$ cat src/rtl/ncl_host_pkg.sv
// ncl_host_pkg: shared FSM states, dual-rail codes and helpers for the NCL multiplier host
package ncl_host_pkg;
  typedef enum logic [2:0] {IDLE, WAIT_DATA, SEND_NULL, WAIT_NULL, RESULT} state_t;
  typedef struct packed {
    logic r1;
    logic r0;
  } dr_t;
  localparam dr_t DR_NULL  = 2'b00;
  localparam dr_t DR_DATA0 = 2'b01;
  localparam dr_t DR_DATA1 = 2'b10;
  function automatic logic dr_is_data(input dr_t d);
    return d == DR_DATA0 || d == DR_DATA1;
  endfunction
  function automatic logic dr_is_null(input dr_t d);
    return d == DR_NULL;
  endfunction
  function automatic logic dr_is_illegal(input dr_t d);
    return d.r1 && d.r0;
  endfunction
endpackage

$ cat src/rtl/ncl_dr_sync.sv
// ncl_dr_sync: multi-stage synchronizer for N asynchronous dual-rail pairs with per-pair code flags
module ncl_dr_sync
  import ncl_host_pkg::*;
#(
  parameter int N = 6,
  parameter int STAGES = 2
) (
  input  logic         clk,
  input  logic         rst,
  input  logic [N-1:0] r1,
  input  logic [N-1:0] r0,
  output logic [N-1:0] s_r1,
  output logic [N-1:0] s_r0,
  output logic [N-1:0] pair_complete,
  output logic [N-1:0] pair_null,
  output logic [N-1:0] pair_illegal
);
  logic [2*N-1:0] sh [STAGES];
  // shift both rails through STAGES flops before anything looks at them
  always_ff @(posedge clk)
    if (rst) for (int k = 0; k < STAGES; k++) sh[k] <= '0;
    else begin
      sh[0] <= {r1, r0};
      for (int k = 1; k < STAGES; k++) sh[k] <= sh[k-1];
    end
  assign {s_r1, s_r0} = sh[STAGES-1];
  for (genvar i = 0; i < N; i++) begin : g_pair
    dr_t pr;
    assign pr = {s_r1[i], s_r0[i]};
    assign pair_complete[i] = dr_is_data(pr);
    assign pair_null[i] = dr_is_null(pr);
    assign pair_illegal[i] = dr_is_illegal(pr);
  end
endmodule

$ cat src/rtl/ncl_mult3_host.sv
// ncl_mult3_host: synchronous host driving a 3x3 NCL dual-rail multiplier through DATA/NULL wavefronts
module ncl_mult3_host
  import ncl_host_pkg::*;
#(
  parameter int SYNC_STAGES = 2,
  parameter int STABLE_CYC = 2,
  parameter int TIMEOUT_CYC = 255
) (
  input  logic       clk,
  input  logic       rst,
  input  logic       op_valid,
  output logic       op_ready,
  input  logic [2:0] op_a,
  input  logic [2:0] op_b,
  output logic       res_valid,
  input  logic       res_ready,
  output logic [5:0] res_p,
  output logic       res_err,
  output logic [2:0] ncl_a_r1,
  output logic [2:0] ncl_a_r0,
  output logic [2:0] ncl_b_r1,
  output logic [2:0] ncl_b_r0,
  output logic       ncl_ki,
  input  logic [5:0] ncl_po_r1,
  input  logic [5:0] ncl_po_r0,
  input  logic       ncl_ko
);
  localparam int SW = $clog2(STABLE_CYC + 1);
  localparam int TW = $clog2(TIMEOUT_CYC + 1);
  state_t state, state_n;
  logic [SYNC_STAGES-1:0] ko_sh;
  logic ko_s;
  logic [5:0] p_r1, p_r0, pc, pn, pi;
  logic [11:0] prev;
  logic [SW-1:0] scnt, run;
  logic [TW-1:0] tcnt;
  logic accept, stable, tmo, waiting, p_illegal;
  logic [5:0] res_p_n;
  logic res_err_n;
  ncl_dr_sync #(.N(6), .STAGES(SYNC_STAGES)) u_sync (
    .clk(clk),
    .rst(rst),
    .r1(ncl_po_r1),
    .r0(ncl_po_r0),
    .s_r1(p_r1),
    .s_r0(p_r0),
    .pair_complete(pc),
    .pair_null(pn),
    .pair_illegal(pi)
  );
  assign ko_s = ko_sh[SYNC_STAGES-1];
  assign accept = op_valid && op_ready;
  assign waiting = state == WAIT_DATA || state == WAIT_NULL;
  assign p_illegal = |pi;
  assign tmo = tcnt == TW'(TIMEOUT_CYC - 1);
  assign run = !(state == WAIT_DATA ? &pc : &pn) ? '0 :
               ({p_r1, p_r0} == prev && scnt != '0) ? (scnt == SW'(STABLE_CYC) ? scnt : scnt + 1'b1) : SW'(1);
  assign stable = run == SW'(STABLE_CYC);
  // next state and result capture; illegal codes beat a good wavefront, which beats a timeout
  always_comb begin
    state_n = state;
    res_p_n = res_p;
    res_err_n = res_err;
    case (state)
      IDLE: if (accept) begin
        state_n = WAIT_DATA;
        res_p_n = '0;
        res_err_n = 1'b0;
      end
      WAIT_DATA:
        if (p_illegal || (tmo && !(stable && !ko_s))) begin
          state_n = SEND_NULL;
          res_p_n = '0;
          res_err_n = 1'b1;
        end else if (stable && !ko_s) begin
          state_n = SEND_NULL;
          res_p_n = p_r1;
        end
      SEND_NULL: state_n = WAIT_NULL;
      WAIT_NULL:
        if (stable && ko_s) state_n = RESULT;
        else if (tmo) begin
          state_n = RESULT;
          res_p_n = '0;
          res_err_n = 1'b1;
        end
      RESULT: if (res_ready) state_n = IDLE;
      default: state_n = IDLE;
    endcase
  end
  // all outputs are registered from the next-state decision so no input reaches an output combinationally
  always_ff @(posedge clk)
    if (rst) begin
      state <= IDLE;
      ko_sh <= '0;
      prev <= '0;
      scnt <= '0;
      tcnt <= '0;
      res_p <= '0;
      res_err <= 1'b0;
      res_valid <= 1'b0;
      op_ready <= 1'b0;
      ncl_ki <= 1'b0;
      ncl_a_r1 <= '0;
      ncl_a_r0 <= '0;
      ncl_b_r1 <= '0;
      ncl_b_r0 <= '0;
    end else begin
      state <= state_n;
      ko_sh <= SYNC_STAGES'({ko_sh, ncl_ko});
      prev <= {p_r1, p_r0};
      scnt <= state_n != state ? '0 : run;
      tcnt <= state_n != state ? '0 : waiting ? tcnt + 1'b1 : tcnt;
      res_p <= res_p_n;
      res_err <= res_err_n;
      res_valid <= state_n == RESULT;
      op_ready <= state_n == IDLE && ko_s;
      ncl_ki <= state_n == WAIT_DATA;
      ncl_a_r1 <= accept ? op_a : state_n == WAIT_DATA ? ncl_a_r1 : '0;
      ncl_a_r0 <= accept ? ~op_a : state_n == WAIT_DATA ? ncl_a_r0 : '0;
      ncl_b_r1 <= accept ? op_b : state_n == WAIT_DATA ? ncl_b_r1 : '0;
      ncl_b_r0 <= accept ? ~op_b : state_n == WAIT_DATA ? ncl_b_r0 : '0;
    end
endmodule

$ cat config.mk
export PLATFORM = sky130hd
export DESIGN_NAME = ncl_mult3_host
export DESIGN_NICKNAME = d
export VERILOG_FILES = /design/src/rtl/ncl_host_pkg.sv /design/src/rtl/ncl_dr_sync.sv /design/src/rtl/ncl_mult3_host.sv
export SDC_FILE = /design/constraint.sdc
export NUM_CORES = 1
export LEC_CHECK = 0
export ABC_AREA = 1
export CORE_ASPECT_RATIO = 0.7
export CORE_MARGIN = 2
export CORE_UTILIZATION = 45
export DETAILED_ROUTE_END_ITERATION = 8
export PLACE_DENSITY = 0.68
export SLEW_MARGIN = 20
export SYNTH_ARGS = -nofsm -noshare
export SYNTH_HDL_FRONTEND = slang
export SYNTH_SLANG_ARGS = --single-unit
$ cat constraint.sdc
create_clock -name clk -period 2 [get_ports clk]
set_clock_uncertainty 0.2 [all_clocks]
set_input_delay 0.2 -clock clk [delete_from_list [all_inputs] [get_ports clk]]
set_output_delay 0.2 -clock clk [all_outputs]
set_load 0.01 [all_outputs]
**Run 1: cell placement**

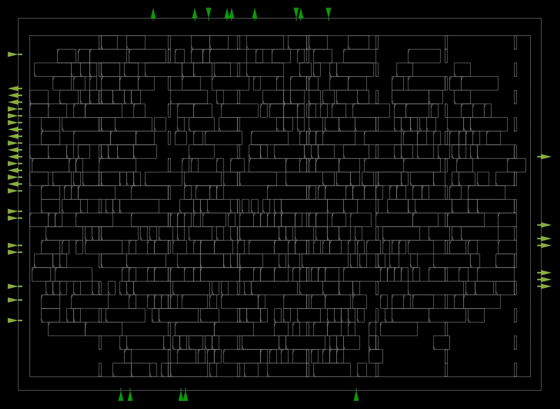
Non-Filler Instances: 595
sequential cell count: 73

**Run 1: placement by cell class**

Drawn at 4 px/um.
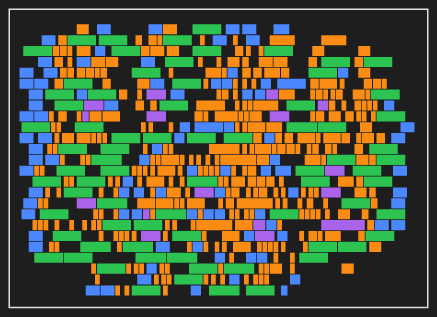
- orange: combinational and other logic (cells 321)
- purple: clock drivers and dummy loads (cells 16)
- green: flops (cells 73)
- blue: other buffers and delay cells (cells 91)

**Run 1: cell density map**

Drawn at 4 px/um. 10 x 7 tiles, from dark blue (low) to red (high), 0 to 100% covered.
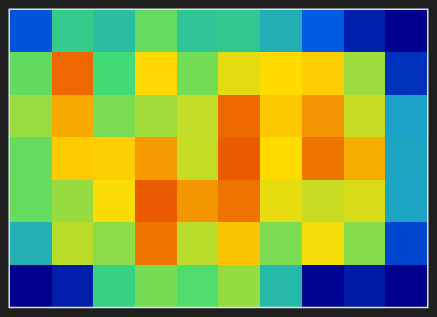
- mean over tiles: 56%
- tiles over 75% full: 27%
- nearly empty tiles: 5.7%
- fullest tile: 90%
Finished Core Util: 65.5%
fp_density: 46.7%

==> flow_summary.ini, run 1 <==
; flow metrics
[sta]
clock.fmax_mhz = 439
finalWorstSetupSlack_ns = -0.279
finalSetupViolations = 33
slew_headroom_pct = 69.8

[yosys]
top_cell_area_share_pct = 46.1
synth_cell_types = 33
ys_cells = 401
yosys.area.top_type = dfxtp_1
edf_count = 0

[cells_and_area]
lay_top_count = nand2_1

[clock_network]
cts_made_buffers = 9
hold_buffers = 0
htreeDepth = 3

[setup_path]
path_buffers = 2
worstReg2RegStart = u_sync.sh[0][22]
reg2reg_depth = 15
cp_top_family = simple AND/OR/NAND/NOR gates
worstPathRequired_ns = 2.04
slowest_delay_ns = 0.35

[hold_path]
min_delay_worst_endpoint = u_sync.sh[0][22]

[floorplanning]
die_w_um = 104

[outcome]
status = complete, but fails checks
violations = setup timing

[drt]
drt-initial-drc-count = 104

[global_routing]
grt_usage_pct = 19.3
gr-total-overflow = 0
## run 1: area by class of cell
type	instances	area [um2]
clock inverters	6	65.1
inverters	69	262
fillers	612	2340
multi-input cells	252	1570
well taps	94	118
clock buffers	10	138
flip-flops and latches	73	1480
repair buffers	91	821
## run 1: state kept, by name, summed over array words and instances (netlist names)
signal	cells
res_err	1
res_p	6
res_valid	1
op_ready	1
ncl_a_r1	3
scnt	2
state	3
u_sync.sh	24
prev	12
ncl_b_r0	3
tcnt	8
ncl_b_r1	3
ncl_a_r0	3
ncl_ki	1
ko_sh	2
## run 1: metrics by stage
step / setup WS (ns) / cell area [um2]
3_5_place_dp: -0.258 / 4040
4_1_cts: -0.213 / 4400
3_3_place_gp: -0.189 / 4040
5_1_grt: -0.427 / 4450
2_1_floorplan: -0.120 / 3190
6_report: -0.279 / 4450
## run 1: kinds of logic after synthesis
| family | Yosys count | synth area share (%) |
|---|---|---|
| and+or+nand+nor | 195 | 30.0 |
| adders and majority gates | 15 | 5.93 |
| xor gates and xnor gates | 8 | 2.21 |
| buffers and inverters | 77 | 9.72 |
| AOI/OAI and AO/OA | 33 | 5.97 |
| DFF | 73 | 46.1 |
## run 1: power by group
group / switching (mW) / total, mW / leakage [nW] / internal, mW
Clock: 0.569 / 1.18 / 0.103 / 0.615
Combinational: 0.177 / 0.348 / 1.22 / 0.170
Sequential: 0.0213 / 1.52 / 0.600 / 1.50
Total: 0.767 / 3.05 / 1.93 / 2.28
## run 1: timing repair
item	in CTS	in global routing
buffers inserted	3	1
resized	27	15
pin swaps	6	8
gates cloned	1	0
setup endpoints to repair	35	35
## run 1: metal layers
layer  track usage (%)  vias up  wire length, um
met1              25.6     1197             3440
met2              30.4       53             3080
li1                  -     1419                -
met5                 0        -                0
met3              5.52       10              382
met4              7.36        0               98
--- run 2 (diff from run 1) ---
- CORE_ASPECT_RATIO: 0.7 -> unset
**Run 2: port wiring**

Drawn at 3 px/um.
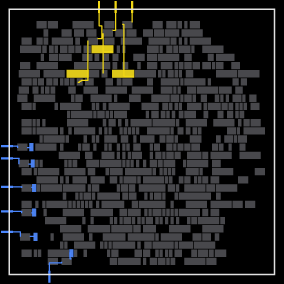
- blue: ncl_po_r1 (bits 6; direction input; edge 5 west, 1 south; end cells 6; buffers 6; wire 34.5 um)
- yellow: ncl_b_r0 (bits 3; direction output; edge north; end cells 3; buffers 3; wire 77.5 um)
I/O pin cnt: 45
IO Port Bufs: 44

==> flow_summary.ini, run 2 <==
; flow metrics
[global_routing]
grtUsageMet3_pct = 3.20
busiest_layer = met2
met1_usage_pct = 22.3

[setup_path]
worstReg2RegStart = u_sync.sh[0][17]
cp_top_family = simple AND/OR/NAND/NOR gates
slowest_delay_ns = 0.33
path_buffers = 3
worstPathRequired_ns = 2.02

[pwr]
p_seq_share_pct = 50.6
combPwrFrac_pct = 11.3
switching_power_uw = 757
p_int_mw = 2.25
p_sw_share_pct = 25.2

[clock_network]
cts_made_buffers = 9
htreeDepth = 3
post_cts_buffers = 3
hold_buffers = 0

[cells_and_area]
fin_area_mm2 = 0.00441
reg_top3 = u_sync.sh: 24 flops, prev: 12 flops, tcnt: 8 flops
largest_register = u_sync.sh
largest_register_ffs = 24

[yosys]
yosys.area.top_type = dfxtp_1
synth_cell_types = 33
top_cell_area_share_pct = 46.1
synthAoiAreaFrac_pct = 5.97
adder_share_pct = 5.93
ys_sh_xor_pct = 2.21
edf_count = 0
ys_sh_mux_pct = 0
ys_cells = 401

[drt]
wl_met1_um = 3080
drt-initial-drc-count = 50
dr_wl_met2_um = 3070
wl_met3_um = 190

[sta]
finalWorstSetupSlack_ns = -0.275
finalSetupViolations = 35
clock.fmax_mhz = 439

[floorplanning]
die_w_um = 87.9
fp-utilization_pct = 46.6

[outcome]
status = complete, but fails checks
violations = setup timing

[placement]
placed_area_mm2 = 0.00401
[run 2: cell counts after synthesis]
Identical to the previous run, type by type.
[run 2: power groups by stage]
stage / logic [mW] / clock network, mW / registers, mW
6_report: 0.339 / 1.14 / 1.52
5_1_grt: 0.380 / 1.24 / 1.53
4_1_cts: 0.326 / 1.17 / 1.52
3_5_place_dp: 0.299 / 0 / 1.55
3_3_place_gp: 0.296 / 0 / 1.55
2_1_floorplan: 0.156 / 0 / 1.56
[run 2: cell families after synthesis]
logic type	Yosys count
AND-OR/OR-AND	33
XOR/XNOR	8
adder cells (fa/ha/maj)	15
buffers and inverters	77
flip-flops	73
AND/OR/NAND/NOR	195
[run 2: final timing paths]
kind                 endpoint  slack [ns]  cells past startpoint
min reg2reg  u_sync.sh[0][12]        0.19                      2
max reg2reg       ncl_b_r0[0]       -0.28                     13
max               ncl_b_r0[0]       -0.28                     13
min           u_sync.sh[0][4]        0.16                      3
[run 2: area by class of cell]
type | count | area (um2)
Timing Repair Buffer | 88 | 790
Inverter | 69 | 262
Clock inverter | 6 | 67.6
Fill cell | 596 | 2380
Sequential cell | 73 | 1470
Clock buffer | 10 | 128
Multi-Input combinational cell | 252 | 1570
Tap cell | 96 | 120
[run 2: metrics by stage]
stage | hold WS, ns | std cells | TNS (ns) | setup WS (ns) | total power [mW]
3_3_place_gp | 0.186 | 573 | -5.15 | -0.197 | 1.85
2_1_floorplan | 0.0831 | 401 | -1.90 | -0.120 | 1.71
5_1_grt | 0.166 | 594 | -11.99 | -0.415 | 3.14
4_1_cts | 0.140 | 593 | -6.25 | -0.231 | 3.02
3_5_place_dp | 0.186 | 573 | -6.79 | -0.280 | 1.85
6_report | 0.156 | 594 | -7.44 | -0.275 | 3.00
Power and IR drop assume default switching activity.
